$ cat src/rtl/lsu_mem_master.sv
// Load/store initiator in front of the data RAM: splits misaligned accesses into
// aligned word loads or byte stores, assembles load data and returns one response pulse.
module lsu_mem_master #(
    parameter bit MISALIGNED_EN = 1'b1
) (
    input  logic        clk,
    input  logic        rst,
    input  logic        req_valid,
    output logic        req_ready,
    input  logic        req_store,
    input  logic [2:0]  req_funct3,
    input  logic [31:0] req_addr,
    input  logic [31:0] req_wdata,
    output logic        resp_valid,
    output logic [31:0] resp_rdata,
    output logic        resp_err,
    output logic        mem_load,
    output logic        mem_store,
    output logic [2:0]  mem_access,
    output logic [31:0] mem_addr,
    output logic [31:0] mem_wdata,
    input  logic [31:0] mem_rdata
);

    typedef enum logic [2:0] {IDLE, LD_LO, LD_HI, ST, RESP} state_t;

    state_t      state, state_nx;
    logic        store_q, err_q;
    logic [2:0]  funct3_q;
    logic [31:0] addr_q, wdata_q, lo_q, hi_q;
    logic [1:0]  k_q;

    logic [2:0]  size_q;
    logic        mis_q, cross_q, accept;
    logic [31:0] shifted, ld_data;
    logic [7:0]  st_byte;

    function automatic logic [2:0] size_of(input logic [1:0] f);
        case (f)
            2'b00:   return 3'd1;
            2'b01:   return 3'd2;
            default: return 3'd4;
        endcase
    endfunction

    function automatic logic is_mis(input logic [2:0] f, input logic [1:0] off);
        return (f[1:0] == 2'b01 && off[0]) || (f[1:0] == 2'b10 && off != 2'b00);
    endfunction

    function automatic logic is_illegal(input logic st, input logic [2:0] f, input logic [1:0] off);
        return (f == 3'b011) || (f[2:1] == 2'b11) || (st && f[2]) ||
               (!MISALIGNED_EN && is_mis(f, off));
    endfunction

    assign accept     = req_valid && req_ready;
    assign size_q     = size_of(funct3_q[1:0]);
    assign mis_q      = is_mis(funct3_q, addr_q[1:0]);
    assign cross_q    = (4'(addr_q[1:0]) + 4'(size_q)) > 4'd4;
    assign shifted    = 32'({hi_q, lo_q} >> {addr_q[1:0], 3'b000});
    assign st_byte    = 8'(wdata_q >> {k_q, 3'b000});

    assign req_ready  = (state == IDLE) && !rst;
    assign resp_valid = (state == RESP) && !rst;
    assign resp_err   = resp_valid && err_q;
    assign resp_rdata = (resp_valid && !err_q && !store_q) ? ld_data : 32'h0;

    // Size truncation and sign/zero extension of the assembled load word
    always_comb begin
        ld_data = shifted;
        case (funct3_q)
            3'b000:  ld_data = {{24{shifted[7]}}, shifted[7:0]};
            3'b001:  ld_data = {{16{shifted[15]}}, shifted[15:0]};
            3'b100:  ld_data = {24'h0, shifted[7:0]};
            3'b101:  ld_data = {16'h0, shifted[15:0]};
            default: ld_data = shifted;
        endcase
    end

    always_ff @(posedge clk) begin
        if (rst) state <= IDLE;
        else     state <= state_nx;
    end

    // Request capture, load data capture and misaligned-store byte counter
    always_ff @(posedge clk) begin
        if (rst) begin
            store_q  <= 1'b0;
            err_q    <= 1'b0;
            funct3_q <= 3'b000;
            addr_q   <= 32'h0;
            wdata_q  <= 32'h0;
            lo_q     <= 32'h0;
            hi_q     <= 32'h0;
            k_q      <= 2'd0;
        end else begin
            if (accept) begin
                store_q  <= req_store;
                err_q    <= is_illegal(req_store, req_funct3, req_addr[1:0]);
                funct3_q <= req_funct3;
                addr_q   <= req_addr;
                wdata_q  <= req_wdata;
                lo_q     <= 32'h0;
                hi_q     <= 32'h0;
                k_q      <= 2'd0;
            end
            if (state == LD_LO) lo_q <= mem_rdata;
            if (state == LD_HI) hi_q <= mem_rdata;
            if (state == ST)    k_q  <= k_q + 2'd1;
        end
    end

    always_comb begin
        state_nx   = state;
        mem_load   = 1'b0;
        mem_store  = 1'b0;
        mem_access = 3'b000;
        mem_addr   = 32'h0;
        mem_wdata  = 32'h0;
        case (state)
            IDLE: begin
                if (req_valid) begin
                    if (is_illegal(req_store, req_funct3, req_addr[1:0])) state_nx = RESP;
                    else if (req_store)                                  state_nx = ST;
                    else                                                 state_nx = LD_LO;
                end
            end
            LD_LO: begin
                mem_load   = 1'b1;
                mem_access = 3'b010;
                mem_addr   = {addr_q[31:2], 2'b00};
                state_nx   = cross_q ? LD_HI : RESP;
            end
            LD_HI: begin
                mem_load   = 1'b1;
                mem_access = 3'b010;
                mem_addr   = {addr_q[31:2], 2'b00} + 32'd4;
                state_nx   = RESP;
            end
            ST: begin
                mem_store = 1'b1;
                if (mis_q) begin
                    mem_access = 3'b000;
                    mem_addr   = addr_q + 32'(k_q);
                    mem_wdata  = {24'h0, st_byte};
                    if (k_q == 2'(size_q - 3'd1)) state_nx = RESP;
                end else begin
                    mem_access = funct3_q;
                    mem_addr   = addr_q;
                    mem_wdata  = wdata_q;
                    state_nx   = RESP;
                end
            end
            RESP:    state_nx = IDLE;
            default: state_nx = IDLE;
        endcase
        // No RAM strobe may reach the memory during a reset cycle
        if (rst) begin
            mem_load   = 1'b0;
            mem_store  = 1'b0;
            mem_access = 3'b000;
            mem_addr   = 32'h0;
            mem_wdata  = 32'h0;
        end
    end

endmodule

$ cat config.mk
export PLATFORM = sky130hd
export DESIGN_NAME = lsu_mem_master
export DESIGN_NICKNAME = d
export VERILOG_FILES = /design/src/rtl/lsu_mem_master.sv
export SDC_FILE = /design/constraint.sdc
export NUM_CORES = 1
export LEC_CHECK = 0
export CAP_MARGIN = 15
export CELL_PAD_IN_SITES_DETAIL_PLACEMENT = 0
export CELL_PAD_IN_SITES_GLOBAL_PLACEMENT = 2
export CORE_MARGIN = 2
export CORE_UTILIZATION = 30
export DETAILED_ROUTE_END_ITERATION = 7
export MAX_ROUTING_LAYER = met4
export PLACE_DENSITY = 0.89
export SLEW_MARGIN = 5
export SYNTH_ARGS = -nofsm -noshare
export SYNTH_HDL_FRONTEND = slang
export SYNTH_SLANG_ARGS = --single-unit
$ cat constraint.sdc
create_clock -name clk -period 11 [get_ports clk]
set_clock_uncertainty 0.2 [all_clocks]
set_input_delay 3.3 -clock clk [delete_from_list [all_inputs] [get_ports clk]]
set_output_delay 3.3 -clock clk [all_outputs]
set_load 0.005 [all_outputs]
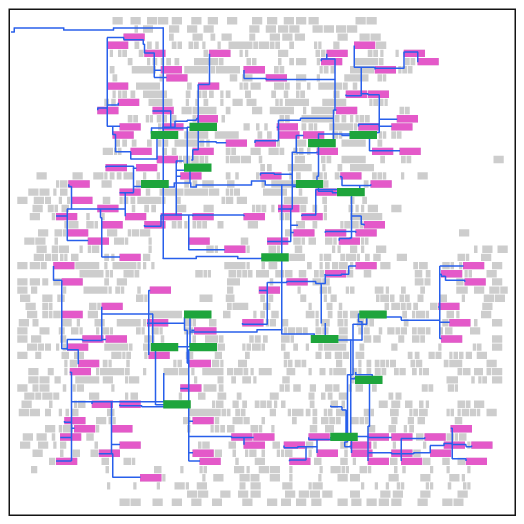
*Clock wires, drivers and flops, run 1*
Scale: 3 px per um.
[magenta] flip-flops | count: 130
[green] cells driving clock nets | count: 17
[blue] clock wires | length: 2090 um
routed clock nets: 18
flops lie: widely spread

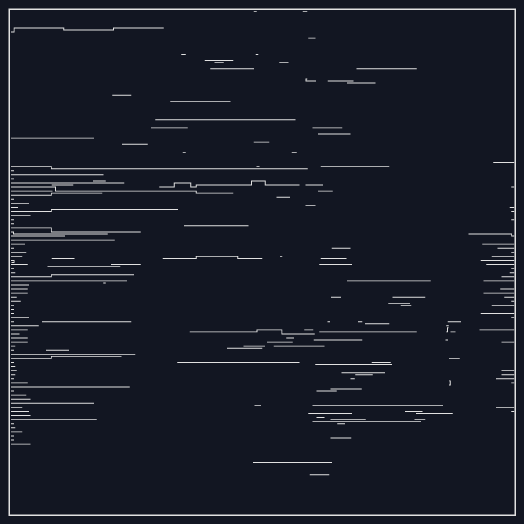
*Met3 routing, run 1*
Scale: 3 px per um.
main direction: horizontal
wire length on this layer: 2060 um
nets with wire on the layer: 161
longest straight run: 85.3 um
share of all routed wire: 6.8%

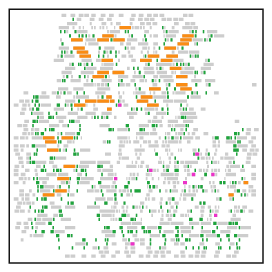
*Selected gate families, run 1*
Scale: 1.5 px per um.
[green] NAND gates | cells: 410 | most used: nand2_1 | where: widely spread
[magenta] AND-OR and OR-AND gates | cells: 9 | most used: o21a_1
[orange] multiplexers | cells: 44 | most used: mux4_2

==> impl_metrics.tcl <==
# metrics dict for downstream scripts
set metrics [dict create \
    drt-wirelength-per-cell_um 19.5 \
    design_area_mm2 0.0110 \
    finalPower_mw 1.35 \
    synth.most_common_cell "nand2_1" \
    yosysCellCount 1056 \
    ys_types 63 \
    compound_area_share_pct 14.3 \
    grt.overflow.total 0 \
    endpoint_kind "primary output" \
    lay_top_count "nand2_1" \
    clk_path_buf_depth 2 \
    crit_buf_inv 3 \
    setup_slack_ps 903 \
    peakVddDrop_mv 0.0862 \
    cp-endpoint "mem_wdata[17]" \
    ys.flop_type "dfxtp_1" \
    clkPwrFrac_pct 45.6 \
    ctsResizeCount 0 \
    synth_area_leader_cell "dfxtp_1" \
    clkLatencyLatePin_ps 420 \
    synthMuxAreaShare_pct 11.5 \
    warning_count 27 \
    fa_ha_area_share_pct 1.27 \
    cellPowerDensity_mw_per_mm2 123 \
    max_slew_margin_pct 28.1 \
    cp.arrival_ps 6600 \
    final_nets 1311 \
    r2r-start "addr_q[1]$_SDFFE_PP0P_" \
    min_to "hi_q[20]$_SDFFE_PP0P_" \
    power_clock_uw 617 \
    top_cells_by_count "nand2_1 (250), dfxtp_1 (130), a21oi_1 (123)" \
    hold_class "reg -> reg" \
    hp-start "hi_q[20]$_SDFFE_PP0P_" \
    drive_gt1_share_pct 8.74 \
    grt_max_degree 86 \
    drt_iter0_drc 662 \
    max_freq_mhz 99.0 \
    outcome "finished, final reports clean" \
    post_cts_buffers 0 \
    ff2ff_path_depth 5 \
    intPower_uw 977 \
    path_clk_slew_ps 60 \
    rrSetupSlack_ps 8170 \
    layout_min_cycle_time_ps 10100 \
    rsz0062_at_grt "false" \
    power.group.top "clock" \
    num_vias 8404 \
    finalWirelength_um 30400 \
    synth_flops 130 \
    place_hpwl_um 20700 \
    fp_nets 1166 \
    drt-met1-wl_um 14200 \
    setup_tns_ps 0 \
    grt_pass1_wl_um 46600 \
    reg2reg_to "state[1]$_SDFFE_PP0P_" \
    post_dp_cell_area_mm2 0.0103 \
    gr-usage-all-layers_pct 21.7 \
    critical_path.top_delay_family "buffers and inverters" \
    cts_buffers 17 \
    grt_pass1_vias 7939 \
    drv_slew 0 \
    dpl_worst_slack_ps 980 \
    worst-setup-path-type "in -> out" \
    dieHeight_um 168 \
    wl_met3_um 2060 \
    port_buffers 206 \
    setup_viol 0 \
    drtPass1Iterations 5 \
    xor_area_share_pct 1.41 \
    post-route-period-util_pct 91.8 \
    worst-path-stages 7 \
    ys_sh_simple_pct 33.5 \
    root_buffer "clkbuf_16" \
    yosys_warnings 0 \
    n_fill_cell 2777 \
    p_comb_share_pct 14.3 \
    use_met1_pct 29.3 \
    die_w_um 168 \
    ys_area_mm2 0.00808 \
    met2_length_um 13600 \
    chipArea_mm2 0.0283 \
    cp_slowest_stage_delay_ps 830 \
    switching_power_uw 376 \
    top_layer "met4" \
]
==> run 1: stage by stage <==
stage | cells | hold slack (ps)
global placement | 1522 | 253
global route | 1557 | 282
floorplan | 1056 | 245
detailed placement | 1523 | 257
finish | 1557 | 265
CTS | 1554 | 265
==> run 1: final cells by class <==
cell class                 count  area (um2)  share of cell area (%)
antenna                        3        7.51                  0.0685
clock buffer                  19         443                    4.04
clock inverter                12         181                    1.65
inverter                      22        82.6                   0.753
multi-input combinational    808        5040                    45.9
sequential                   130        2610                    23.8
tap                          341         427                    3.89
timing repair buffer         222        2180                    19.9
==> run 1: tightest hold or removal path: cells and delay by family, from the launching register on <==
family | cells | cell delay, ps
compound gates | 1 | 60
simple gates | 1 | 60
flops | 1 | 310
